Fig. 1: run 1, wires at chosen ports, followed through buffers
(2 px per micron)
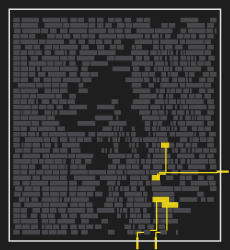
Fig. 2: run 1, gate families picked out
(4 px per micron)
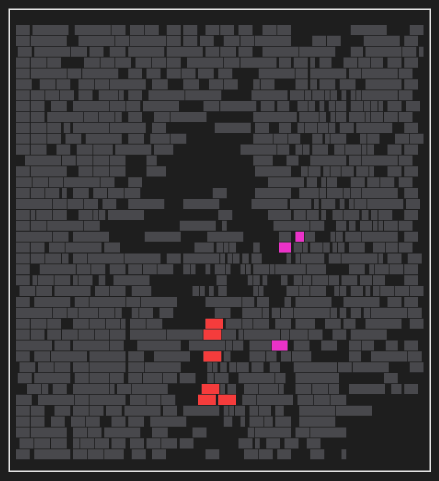
Fig. 3: run 1, drive-strength map
(4 px per micron)
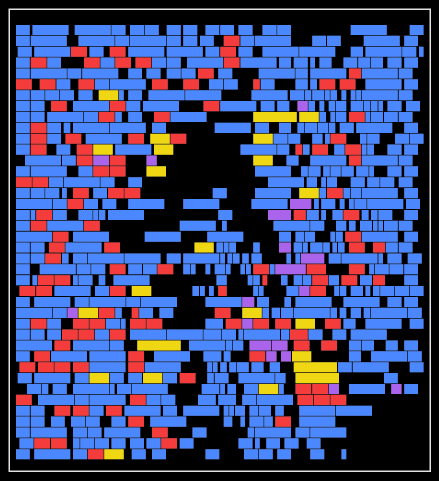
Fig. 4: run 1, I/O pins on the die edge
(4 px per micron) Pins as bars across the die edge, other pins in gray.
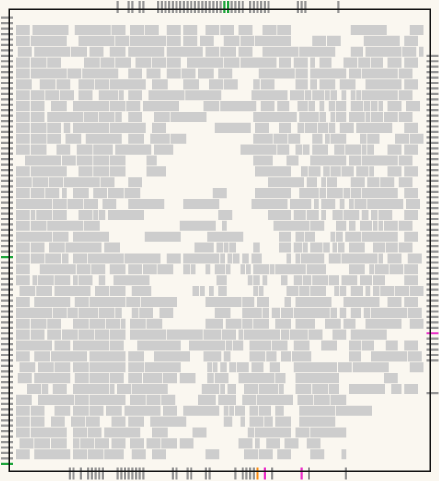
## src/rtl/rv_pkg.sv

```systemverilog
// Shared definitions for the load/store unit APB master.
//   lsu_state_t        : bus FSM state encoding
//   STORE_* / LOAD_*   : storeType / loadType instruction encodings
package rv_pkg;

    typedef enum logic [1:0] {
        S_IDLE   = 2'd0,
        S_SETUP  = 2'd1,
        S_ACCESS = 2'd2,
        S_DONE   = 2'd3
    } lsu_state_t;

    localparam logic [1:0] STORE_SB = 2'b00;
    localparam logic [1:0] STORE_SH = 2'b01;
    localparam logic [1:0] STORE_SW = 2'b10;

    localparam logic [2:0] LOAD_LB  = 3'b000;
    localparam logic [2:0] LOAD_LH  = 3'b001;
    localparam logic [2:0] LOAD_LW  = 3'b010;
    localparam logic [2:0] LOAD_LBU = 3'b100;
    localparam logic [2:0] LOAD_LHU = 3'b101;

endpackage

```

## src/rtl/lsu_align.sv

```systemverilog
// Combinational byte-lane logic for the LSU.
//   is_store, store_type, load_type, addr_lo : access description
//   wdata      : raw store data (rs2)
//   prdata     : raw bus read word
//   strb       : byte strobes (0000 for loads)
//   wdata_lane : store data replicated across the addressed lanes
//   load_data  : extracted and sign/zero-extended load value
//   misaligned : misaligned address or illegal type encoding
module lsu_align
    import rv_pkg::*;
(
    input  logic        is_store,
    input  logic [1:0]  store_type,
    input  logic [2:0]  load_type,
    input  logic [1:0]  addr_lo,
    input  logic [31:0] wdata,
    input  logic [31:0] prdata,
    output logic [3:0]  strb,
    output logic [31:0] wdata_lane,
    output logic [31:0] load_data,
    output logic        misaligned
);

    logic [7:0]  rd_byte;
    logic [15:0] rd_half;

    always_comb begin
        rd_byte    = prdata[{addr_lo, 3'b000} +: 8];
        rd_half    = prdata[{addr_lo[1], 4'b0000} +: 16];
        strb       = '0;
        wdata_lane = wdata;
        load_data  = '0;
        misaligned = 1'b0;
        if (is_store) begin
            case (store_type)
                STORE_SB: begin
                    strb       = 4'b0001 << addr_lo;
                    wdata_lane = {4{wdata[7:0]}};
                end
                STORE_SH: begin
                    strb       = 4'b0011 << addr_lo;
                    wdata_lane = {2{wdata[15:0]}};
                    misaligned = addr_lo[0];
                end
                STORE_SW: begin
                    strb       = 4'b1111;
                    misaligned = |addr_lo;
                end
                default: misaligned = 1'b1;
            endcase
        end else begin
            case (load_type)
                LOAD_LB:  load_data = {{24{rd_byte[7]}}, rd_byte};
                LOAD_LBU: load_data = {24'h0, rd_byte};
                LOAD_LH: begin
                    load_data  = {{16{rd_half[15]}}, rd_half};
                    misaligned = addr_lo[0];
                end
                LOAD_LHU: begin
                    load_data  = {16'h0, rd_half};
                    misaligned = addr_lo[0];
                end
                LOAD_LW: begin
                    load_data  = prdata;
                    misaligned = |addr_lo;
                end
                default: misaligned = 1'b1;
            endcase
        end
    end

endmodule

```

## src/rtl/lsu_apb_master.sv

```systemverilog
// Load/store unit APB master: turns one core data-memory request into one
// APB transfer (IDLE -> SETUP -> ACCESS -> DONE), stalling the core meanwhile.
//   clk, reset (async, active low)
//   req, dataMem_wr_en, storeType, loadType, addr, wdata : core request
//   rdata, stall, done, err                               : core response
//   PADDR, PWRITE, PSEL, PENABLE, PWDATA, PSTRB           : APB request
//   PRDATA, PREADY, PSLVERR                               : APB response
// Optional: define LSU_TIMEOUT_EN to abort an ACCESS phase after
// TIMEOUT_CYCLES consecutive PREADY=0 cycles.
module lsu_apb_master
    import rv_pkg::*;
#(
    parameter int unsigned TIMEOUT_CYCLES = 16
) (
    input  logic        clk,
    input  logic        reset,
    input  logic        req,
    input  logic        dataMem_wr_en,
    input  logic [1:0]  storeType,
    input  logic [2:0]  loadType,
    input  logic [31:0] addr,
    input  logic [31:0] wdata,
    output logic [31:0] rdata,
    output logic        stall,
    output logic        done,
    output logic        err,
    output logic [31:0] PADDR,
    output logic        PWRITE,
    output logic        PSEL,
    output logic        PENABLE,
    output logic [31:0] PWDATA,
    output logic [3:0]  PSTRB,
    input  logic [31:0] PRDATA,
    input  logic        PREADY,
    input  logic        PSLVERR
);

    lsu_state_t  state;
    logic        lat_store;
    logic [1:0]  lat_st_type;
    logic [2:0]  lat_ld_type;
    logic [1:0]  lat_addr_lo;

    logic        sel_store;
    logic [1:0]  sel_st_type;
    logic [2:0]  sel_ld_type;
    logic [1:0]  sel_addr_lo;
    logic [3:0]  al_strb;
    logic [31:0] al_wdata;
    logic [31:0] al_load;
    logic        al_misaligned;

    // One aligner serves both ends: in IDLE it sees the incoming request
    // (strobes, lanes, legality); afterwards the latched type/offset so the
    // returning PRDATA is extracted with the accepted instruction's format.
    always_comb begin
        sel_store   = lat_store;
        sel_st_type = lat_st_type;
        sel_ld_type = lat_ld_type;
        sel_addr_lo = lat_addr_lo;
        if (state == S_IDLE) begin
            sel_store   = dataMem_wr_en;
            sel_st_type = storeType;
            sel_ld_type = loadType;
            sel_addr_lo = addr[1:0];
        end
    end

    lsu_align u_align (
        .is_store   (sel_store),
        .store_type (sel_st_type),
        .load_type  (sel_ld_type),
        .addr_lo    (sel_addr_lo),
        .wdata      (wdata),
        .prdata     (PRDATA),
        .strb       (al_strb),
        .wdata_lane (al_wdata),
        .load_data  (al_load),
        .misaligned (al_misaligned)
    );

    // Gated by reset so the core is released the instant reset asserts.
    assign stall = reset && ((state == S_IDLE && req) ||
                             state == S_SETUP || state == S_ACCESS);

`ifdef LSU_TIMEOUT_EN
    localparam int unsigned TW = $clog2(TIMEOUT_CYCLES + 1);
    logic [TW-1:0] wait_cnt;
`endif

    always_ff @(posedge clk or negedge reset) begin
        if (!reset) begin
            state       <= S_IDLE;
            lat_store   <= 1'b0;
            lat_st_type <= '0;
            lat_ld_type <= '0;
            lat_addr_lo <= '0;
            rdata       <= '0;
            done        <= 1'b0;
            err         <= 1'b0;
            PADDR       <= '0;
            PWRITE      <= 1'b0;
            PSEL        <= 1'b0;
            PENABLE     <= 1'b0;
            PWDATA      <= '0;
            PSTRB       <= '0;
`ifdef LSU_TIMEOUT_EN
            wait_cnt    <= '0;
`endif
        end else begin
            case (state)
                S_IDLE: begin
                    done <= 1'b0;
                    if (req) begin
                        lat_store   <= dataMem_wr_en;
                        lat_st_type <= storeType;
                        lat_ld_type <= loadType;
                        lat_addr_lo <= addr[1:0];
                        if (al_misaligned) begin
                            state <= S_DONE;
                            done  <= 1'b1;
                            err   <= 1'b1;
                            rdata <= '0;
                        end else begin
                            state  <= S_SETUP;
                            PSEL   <= 1'b1;
                            PADDR  <= {addr[31:2], 2'b00};
                            PWRITE <= dataMem_wr_en;
                            PWDATA <= al_wdata;
                            PSTRB  <= dataMem_wr_en ? al_strb : 4'b0000;
                        end
                    end
                end
                S_SETUP: begin
                    state   <= S_ACCESS;
                    PENABLE <= 1'b1;
`ifdef LSU_TIMEOUT_EN
                    wait_cnt <= '0;
`endif
                end
                S_ACCESS: begin
                    if (PREADY) begin
                        state   <= S_DONE;
                        PSEL    <= 1'b0;
                        PENABLE <= 1'b0;
                        done    <= 1'b1;
                        if (PSLVERR) begin
                            err   <= 1'b1;
                            rdata <= '0;
                        end else begin
                            err <= 1'b0;
                            if (!lat_store) begin
                                rdata <= al_load;
                            end
                        end
                    end
`ifdef LSU_TIMEOUT_EN
                    else if (wait_cnt == TW'(TIMEOUT_CYCLES - 1)) begin
                        state   <= S_DONE;
                        PSEL    <= 1'b0;
                        PENABLE <= 1'b0;
                        done    <= 1'b1;
                        err     <= 1'b1;
                        rdata   <= '0;
                    end else begin
                        wait_cnt <= wait_cnt + 1'b1;
                    end
`endif
                end
                S_DONE: begin
                    state <= S_IDLE;
                    done  <= 1'b0;
                end
                default: state <= S_IDLE;
            endcase
        end
    end

endmodule

```

## config.mk

```make
export PLATFORM = sky130hd
export DESIGN_NAME = lsu_apb_master
export DESIGN_NICKNAME = d
export VERILOG_FILES = /design/src/rtl/rv_pkg.sv /design/src/rtl/lsu_align.sv /design/src/rtl/lsu_apb_master.sv
export SDC_FILE = /design/constraint.sdc
export NUM_CORES = 1
export LEC_CHECK = 0
export CORE_ASPECT_RATIO = 1.1
export CORE_UTILIZATION = 50
export CTS_BUF_LIST = sky130_fd_sc_hd__clkbuf_2 sky130_fd_sc_hd__clkbuf_4 sky130_fd_sc_hd__clkbuf_8
export CTS_CLUSTER_SIZE = 20
export DETAILED_ROUTE_END_ITERATION = 10
export PLACE_DENSITY = 0.95
export SYNTH_ARGS = -nofsm -noshare
export SYNTH_HDL_FRONTEND = slang
export SYNTH_HIERARCHICAL = 1
export SYNTH_SLANG_ARGS = --single-unit
```

## constraint.sdc

```tcl
create_clock -name clk -period 5.3 [get_ports clk]
set_input_delay 0.53 -clock clk [delete_from_list [all_inputs] [get_ports clk]]
set_output_delay 0.53 -clock clk [all_outputs]
set_load 0.005 [all_outputs]
```

==> impl_metrics.py, run 1 <==
# Synthesis and PnR figures
metrics = {
    "finish": {
        "lay_top_cells": "clkdlybuf4s50_1 (209), dfrtp_1 (113), mux2_2 (109)",
        "reg.largest.list": "PWDATA x32, rdata x32, PADDR x30",
        "area_growth_syn_to_layout_pct": 42.1,
        "regArea_sq_mm": 0.00283,
        "ff_count": 113,
        "final_common_cell": "clkdlybuf4s50_1",
        "antenna_cells": 0,
        "logic_area_sq_mm": 0.00268,
        "filler_cell_count": 724,
        "fin_area_sq_mm": 0.00827,
        "clock_area_frac": 0.0527,
        "post-route-util": 0.744,
        "seq_area_frac": 0.342,
        "clkbuf_count": 21,
    },
    "clock_network": {
        "ctsResizeCount": 0,
        "cts_setup_buffers": 0,
        "cts.clk_slew.worst_paths_ps": 60,
        "cts_buffers": 17,
        "cts_root_buf": "clkbuf_8",
        "clkLatencyLatePin_ps": 440,
        "hold_buffers": 0,
        "clk_path_buf_depth": 2,
        "cts_tree": "built",
    },
    "detailed_routing": {
        "first_pass_iters": 5,
        "antenna_left": 0,
        "met2_wirelength_mm": 8.29,
        "met1_length_mm": 6.14,
    },
    "setup_path": {
        "max_stage_delay_ps": 690,
        "crit_end": "PADDR[20]",
        "crit_top_cell": "mux2_2",
        "crit_path_start": "state[1]",
        "start_kind": "flop",
        "slowest_stage": "buf_4",
        "cp_num_buf_inv": 2,
        "reg2reg_slack_ps": 1270,
        "reg2reg_depth": 9,
    },
    "power": {
        "powerComb_mw": 2.59,
        "swShare": 0.365,
        "top_power_group": "combinational logic",
        "peakVddDrop_mv": 0.354,
        "cellPowerDensity_mw_per_mm2": 594,
        "p_clk_uw": 900,
        "p_total_mw": 4.91,
        "leakage_nw": 3.43,
        "switchingPower_mw": 1.79,
    },
    "run_status": {
        "outcome": "complete, no violations",
    },
    "floorplan": {
        "die_w_microns": 105,
        "die_area_sq_mm": 0.0121,
        "core_area_sq_mm": 0.0111,
        "fp_util": 0.524,
        "core.rowCount": 40,
        "die_height_microns": 115,
        "taps": 147,
    },
    "synth": {
        "yosys_cells": 489,
        "ys_sh_xor": 0,
        "synth.avg_cell_area_sq_um": 11.9,
        "synth_seq_share": 0.486,
        "ys.flop_type": "dfrtp_1",
        "synth_flops": 113,
        "top_area_frac": 0.486,
        "top_area_cell": "dfrtp_1",
        "synth_top_cell_by_count": "dfrtp_1",
        "syn_area_sq_mm": 0.00582,
        "simple_gate_share": 0.0675,
        "async_flop_share": 1.00,
        "netlist_logic_family_top": "multiplexers",
    },
    "sta": {
        "fin_crit_ps": 4030,
        "max_clock_freq_mhz": 248,
        "period_used_share": 0.760,
        "fin_setup_tns_ps": 0,
        "worst_slew_margin_rel": 0.420,
        "drv_slew": 0,
        "setup_viol": 0,
    },
    "place": {
        "hpwl_mm": 11.8,
        "pre_cts_ws_ps": 1340,
        "dp.cells": 805,
        "portBuffers": 210,
        "placed_cell_area_sq_mm": 0.00783,
    },
    "grt": {
        "gr-total-overflow": 0,
        "grt_max_degree": 72,
        "gr-usage-met1": 0.323,
        "grt_use_met2": 0.488,
        "busiest_layer": "met2",
        "grt_pass1_wl_mm": 26.3,
        "grt_pass1_vias": 5079,
        "track_usage": 0.285,
    },
    "job": {
        "log.warning_count": 31,
        "max_cap_viol_count": 0,
    },
    "min_path": {
        "hold_class": "in2async",
    },
}
Notes on Fig. 1 above:
| color | port | direction | edge | end cells | buffers | wire |
|---|---|---|---|---|---|---|
| yellow | `loadType` | input | 2 south, 1 east | 6 | 3 | 104 microns |

Notes on Fig. 2 above:
| color | family | cells |
|---|---|---|
| red | fa/ha/maj cells | 6 |
| magenta | and/or cells | 3 |

Notes on Fig. 3 above:
| color | size | cells | share | most used |
|---|---|---|---|---|
| red | x2 | 121 | 18% | mux2_2 |
| yellow | x6 and larger | 23 | 3.3% | clkbuf_8 |
| purple | x3 and x4 | 18 | 2.6% | buf_4 |
| blue | x1 and smaller | 527 | 76% | clkdlybuf4s50_1 |

Notes on Fig. 4 above:
| color | port | pins | direction | edge |
|---|---|---|---|---|
| orange | `err` | 1 | output | south |
| magenta | `loadType` | 3 | input | 2 south, 1 east |
| green | `PSTRB` | 4 | output | 2 west, 2 north |
all pins by edge: 83 west, 58 east, 39 north, 33 south

## Run 2: what changed since run 1
- CORE_UTILIZATION: 50 -> 42
- PLACE_DENSITY: 0.95 -> 0.9
- clock period: 5.3 -> 3.37 ns (I/O delays scaled with it)
==> run 2 against run 1 <==
Against the previous run: worst setup slack lost 1100 ps; critical endpoint is now rdata[20]; largest power group unchanged; highest routed layer unchanged; core utilization shrank 12 points; register-to-register slack lost 1100 ps.
==> impl_metrics.py, run 2 <==
# Synthesis and PnR figures
metrics = {
    "synth": {
        "async_flop_share": 1.00,
        "edf_count": 0,
        "netlist_logic_family_top": "multiplexers",
        "synthAoiAreaFrac": 0.143,
        "ys_warn_count": 6,
        "synth_seq_share": 0.486,
        "yosys_cells": 489,
        "synth.avg_cell_area_sq_um": 11.9,
        "ys_sh_adder": 0.0129,
        "top_area_frac": 0.486,
        "synth_flops": 113,
        "synth_top_cell_by_count": "dfrtp_1",
        "syn_area_sq_mm": 0.00582,
        "ys_sh_xor": 0,
        "synthTopCellsByCount": "dfrtp_1 (113), mux2_2 (109), nand2_1 (45)",
        "top_area_cell": "dfrtp_1",
        "syn_inst": 489,
        "simple_gate_share": 0.0675,
        "ys.flop_type": "dfrtp_1",
        "muxShareOfSynthArea": 0.236,
        "synth_chip_area_sq_mm": 0.00582,
        "synth.distinct_cells": 50,
    },
    "power": {
        "p_total_mw": 7.62,
        "p_comb_frac": 0.538,
        "seqPwrFrac": 0.292,
        "p_int_mw": 4.84,
        "power_frac_clock": 0.170,
        "peakVddDrop_mv": 0.573,
        "powerComb_mw": 4.10,
        "p_clk_mw": 1.30,
        "swShare": 0.364,
        "switchingPower_mw": 2.78,
        "top_power_group": "combinational logic",
        "seq-power_mw": 2.22,
        "cellPowerDensity_mw_per_mm2": 914,
        "leakage_nw": 3.44,
    },
    "setup_path": {
        "start_kind": "flop",
        "reg2reg_depth": 11,
        "cp_num_cells": 11,
        "required_ps": 3690,
        "path_class": "reg2reg",
        "end_kind": "flop",
        "path_max_fanout": 32,
        "crit_end": "rdata[20]",
        "slowest_stage": "dfrtp_1",
        "reg2reg_slack_ps": 200,
        "path_cells": "inv_1 -> ha_1 -> buf_4 -> mux2_2 -> inv_2 -> nor2_1 -> o221ai_1 -> o21ai_1 -> mux2_4 -> and4_4 -> a22o_1",
        "cp_num_buf_inv": 3,
        "regToRegEndpoint": "rdata[20]",
        "max_stage_delay_ps": 430,
        "r2r_start": "state[1]",
        "crit_path_start": "state[1]",
        "arrival_ps": 3490,
        "critical-path-top-delay-family": "multiplexers",
    },
    "finish": {
        "final_net_count": 795,
        "antenna_cells": 0,
        "num-nonclk-inverters": 4,
        "drive_above_1_share": 0.239,
        "regArea_sq_mm": 0.00283,
        "clkbuf_count": 20,
        "reg.largest.list": "PWDATA x32, rdata x32, PADDR x30",
        "seq_area_frac": 0.339,
        "sh_comb_area": 0.321,
        "filler_cell_count": 1037,
        "logic_area_sq_mm": 0.00268,
        "fin_area_sq_mm": 0.00833,
        "area_growth_syn_to_layout_pct": 43.2,
        "lay_top_cells": "clkdlybuf4s50_1 (209), dfrtp_1 (113), mux2_2 (109)",
        "clock_area_frac": 0.0476,
        "ff_count": 113,
        "post-route-util": 0.623,
        "final_common_cell": "clkdlybuf4s50_1",
        "multiInputCombCellCount": 327,
        "final_cells": 878,
    },
    "sta": {
        "rsz0062_at_grt": "false",
        "setup_viol": 0,
        "timing.hold.ws_ps": 465,
        "period_used_share": 0.941,
        "max_clock_freq_mhz": 315,
        "fin_setup_tns_ps": 0,
        "tightest_slew_ps": 811,
        "drv_slew": 0,
        "fin_crit_ps": 3170,
        "hold_viol_final": 0,
        "clock_skew_ps": 10.8,
        "worst_slew_margin_rel": 0.460,
    },
    "floorplan": {
        "ios": 213,
        "die_area_sq_mm": 0.0143,
        "die_height_microns": 125,
        "fp_util": 0.435,
        "core.rowCount": 44,
        "taps": 184,
        "die_w_microns": 114,
        "core_area_sq_mm": 0.0134,
    },
    "detailed_routing": {
        "wl_mm": 16.1,
        "first_pass_iters": 5,
        "wl_met3_mm": 1.56,
        "met2_wirelength_mm": 8.06,
        "route.vias.total": 4757,
        "initialDrtViolationCount": 328,
        "antenna_left": 0,
        "route.detailed.drc": 0,
        "met1_length_mm": 6.01,
        "via_per_inst": 5.42,
    },
    "grt": {
        "gr-total-overflow": 0,
        "grt_antenna_before_repair": 0,
        "grt_use_met2": 0.386,
        "track_usage": 0.230,
        "gr-usage-met1": 0.252,
        "grt_max_degree": 72,
        "busiest_layer": "met2",
        "grt_pass1_vias": 5040,
        "grt_pass1_wl_mm": 25.4,
        "gr-usage-met3": 0.0960,
    },
    "place": {
        "portBuffers": 210,
        "hpwl_mm": 11.6,
        "pre_cts_ws_ps": 181,
        "dp.cells": 846,
        "gp_congestion": 0.878,
        "placed_cell_area_sq_mm": 0.00792,
    },
    "job": {
        "max_cap_viol_count": 0,
        "log.warning_count": 31,
    },
    "clock_network": {
        "hold_buffers": 1,
        "cts_setup_buffers": 0,
        "clkLatencyLatePin_ps": 440,
        "htree_levels": 4,
        "clk_path_buf_depth": 2,
        "cts_tree": "built",
        "cts_buffers": 17,
        "ctsResizeCount": 0,
        "cts.clk_slew.worst_paths_ps": 70,
        "numClockSinks": 113,
        "cts_root_buf": "clkbuf_8",
    },
    "run_status": {
        "outcome": "complete, no violations",
    },
    "min_path": {
        "hold_class": "in2async",
    },
}
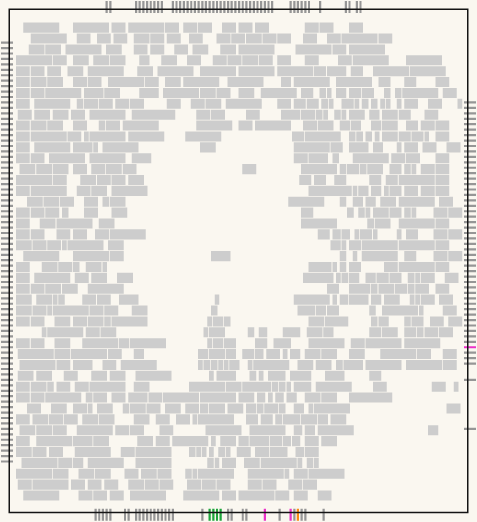
Fig. 5. I/O pins on the die edge (run 2).
(4 px per micron) Pins as bars across the die edge, other pins in gray.
| color | port | pins | direction | edge |
|---|---|---|---|---|
| green | `PSTRB` | 4 | output | south |
| orange | `err` | 1 | output | south |
| magenta | `loadType` | 3 | input | 2 south, 1 east |
all pins by edge: 78 west, 51 east, 49 north, 35 south

## Run 3: what changed since run 2
- ABC_AREA: not set -> 1
- CORE_UTILIZATION: 42 -> 44
- PLACE_DENSITY: 0.9 -> 0.91
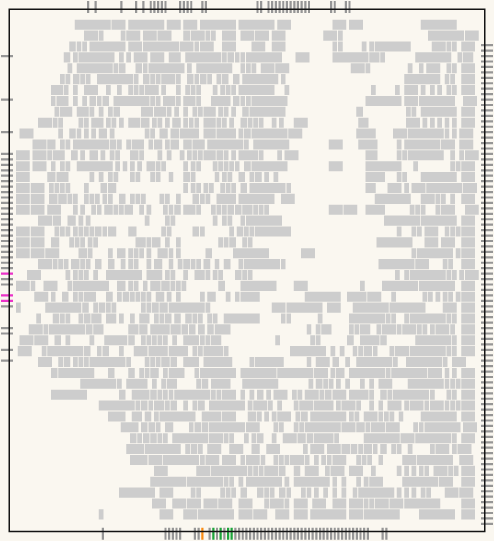
Fig. 6. I/O pins on the die edge (run 3).
(4 px per micron) Pins as bars across the die edge, other pins in gray.
| color | port | pins | direction | edge |
|---|---|---|---|---|
| green | `PSTRB` | 4 | output | south |
| magenta | `loadType` | 3 | input | west |
| orange | `err` | 1 | output | south |
all pins by edge: 89 east, 55 south, 35 west, 34 north

==> run 3 against run 2 <==
Against the previous run: clock skew up 0.65 ps; sequential cell count unchanged; non-clock buffer count up 5; clock-buffer cell count is 2 higher; clock power down about 10%; die area increased by 7.7%; combinational power is 27% higher; first-iteration DRC count up 42%; global-route usage rose by 2.0 points; critical path depth up 6; hold slack got worse by 350 ps; sequential share of layout area decreased by 2.7 points; critical endpoint is now PADDR[20].
==> impl_metrics.py, run 3 <==
# Synthesis and PnR figures
metrics = {
    "run_status": {
        "outcome": "complete, no violations",
    },
    "place": {
        "gp_congestion": 0.911,
        "hpwl_mm": 13.7,
        "dp.cells": 1313,
        "portBuffers": 210,
    },
    "grt": {
        "grt_max_degree": 67,
        "busiest_layer": "met2",
        "gr-usage-met3": 0.0472,
        "grt_use_met2": 0.431,
        "grt_pass1_vias": 6209,
        "track_usage": 0.250,
        "grt_antenna_before_repair": 1,
        "gr-usage-met1": 0.308,
    },
    "synth": {
        "synth.avg_cell_area_sq_um": 6.90,
        "syn_inst": 953,
        "synthTopCellsByCount": "nand2_1 (446), dfrtp_1 (113), inv_1 (103)",
        "ys_sh_xor": 0,
        "synth_seq_share": 0.430,
        "yosys_cells": 953,
        "top_area_frac": 0.430,
        "top_area_cell": "dfrtp_1",
        "simple_gate_share": 0.359,
        "synth_top_cell_by_count": "nand2_1",
        "ys_sh_adder": 0.0114,
        "synth_flops": 113,
    },
    "setup_path": {
        "regToRegEndpoint": "PADDR[20]",
        "required_ps": 3730,
        "crit_path_start": "state[1]",
        "reg2reg_slack_ps": 410,
        "start_kind": "flop",
        "arrival_ps": 3320,
        "path_cells": "inv_1 -> ha_2 -> inv_2 -> nand2_1 -> o21ai_0 -> buf_4 -> inv_1 -> nand3_1 -> nor3b_1 -> nor2_2 -> inv_1 -> nand2_2 -> nor2_4 -> inv_2 -> buf_12 -> nand2_1 -> nand2_1",
        "r2r_start": "state[1]",
    },
    "power": {
        "leakage_nw": 4.64,
        "p_comb_frac": 0.606,
        "cellPowerDensity_mw_per_mm2": 948,
        "power_frac_clock": 0.132,
        "p_clk_mw": 1.14,
        "seqPwrFrac": 0.262,
        "peakVddDrop_mv": 0.507,
        "seq-power_mw": 2.25,
    },
    "finish": {
        "clkbuf_count": 22,
        "ff_count": 113,
        "multiInputCombCellCount": 671,
        "regArea_sq_mm": 0.00283,
        "fin_area_sq_mm": 0.00906,
        "post-route-util": 0.625,
        "lay_top_cells": "nand2_1 (446), clkdlybuf4s50_1 (209), dfrtp_1 (113)",
        "reg.largest.list": "PWDATA x32, rdata x32, PADDR x30",
        "final_net_count": 1253,
        "seq_area_frac": 0.312,
        "drive_above_1_share": 0.0790,
        "area_growth_syn_to_layout_pct": 37.9,
        "final_common_cell": "nand2_1",
        "logic_area_sq_mm": 0.00298,
        "clock_area_frac": 0.0392,
        "num-nonclk-inverters": 113,
        "sh_comb_area": 0.329,
    },
    "sta": {
        "setup_viol": 0,
        "fin_setup_tns_ps": 0,
        "tightest_slew_ps": 1010,
        "worst_slew_margin_rel": 0.326,
        "drv_slew": 0,
        "rsz0062_at_grt": "false",
        "period_used_share": 0.879,
        "hold_viol_final": 0,
        "timing.hold.ws_ps": 113,
    },
    "floorplan": {
        "die_w_microns": 119,
        "fp_util": 0.453,
        "core_area_sq_mm": 0.0145,
        "die_area_sq_mm": 0.0154,
        "core.rowCount": 46,
        "die_height_microns": 130,
    },
    "job": {
        "log.warning_count": 31,
    },
    "min_path": {
        "hold_class": "in2async",
    },
    "clock_network": {
        "htree_levels": 4,
        "cts.clk_slew.worst_paths_ps": 70,
        "cts_buffers": 17,
        "ctsResizeCount": 0,
        "numClockSinks": 113,
        "hold_buffers": 0,
        "clk_path_buf_depth": 2,
        "cts_setup_buffers": 0,
    },
    "detailed_routing": {
        "initialDrtViolationCount": 467,
        "route.vias.total": 6679,
        "first_pass_iters": 5,
        "wl_met3_mm": 1.44,
        "route.detailed.drc": 0,
    },
}
Power and IR drop assume default switching activity.
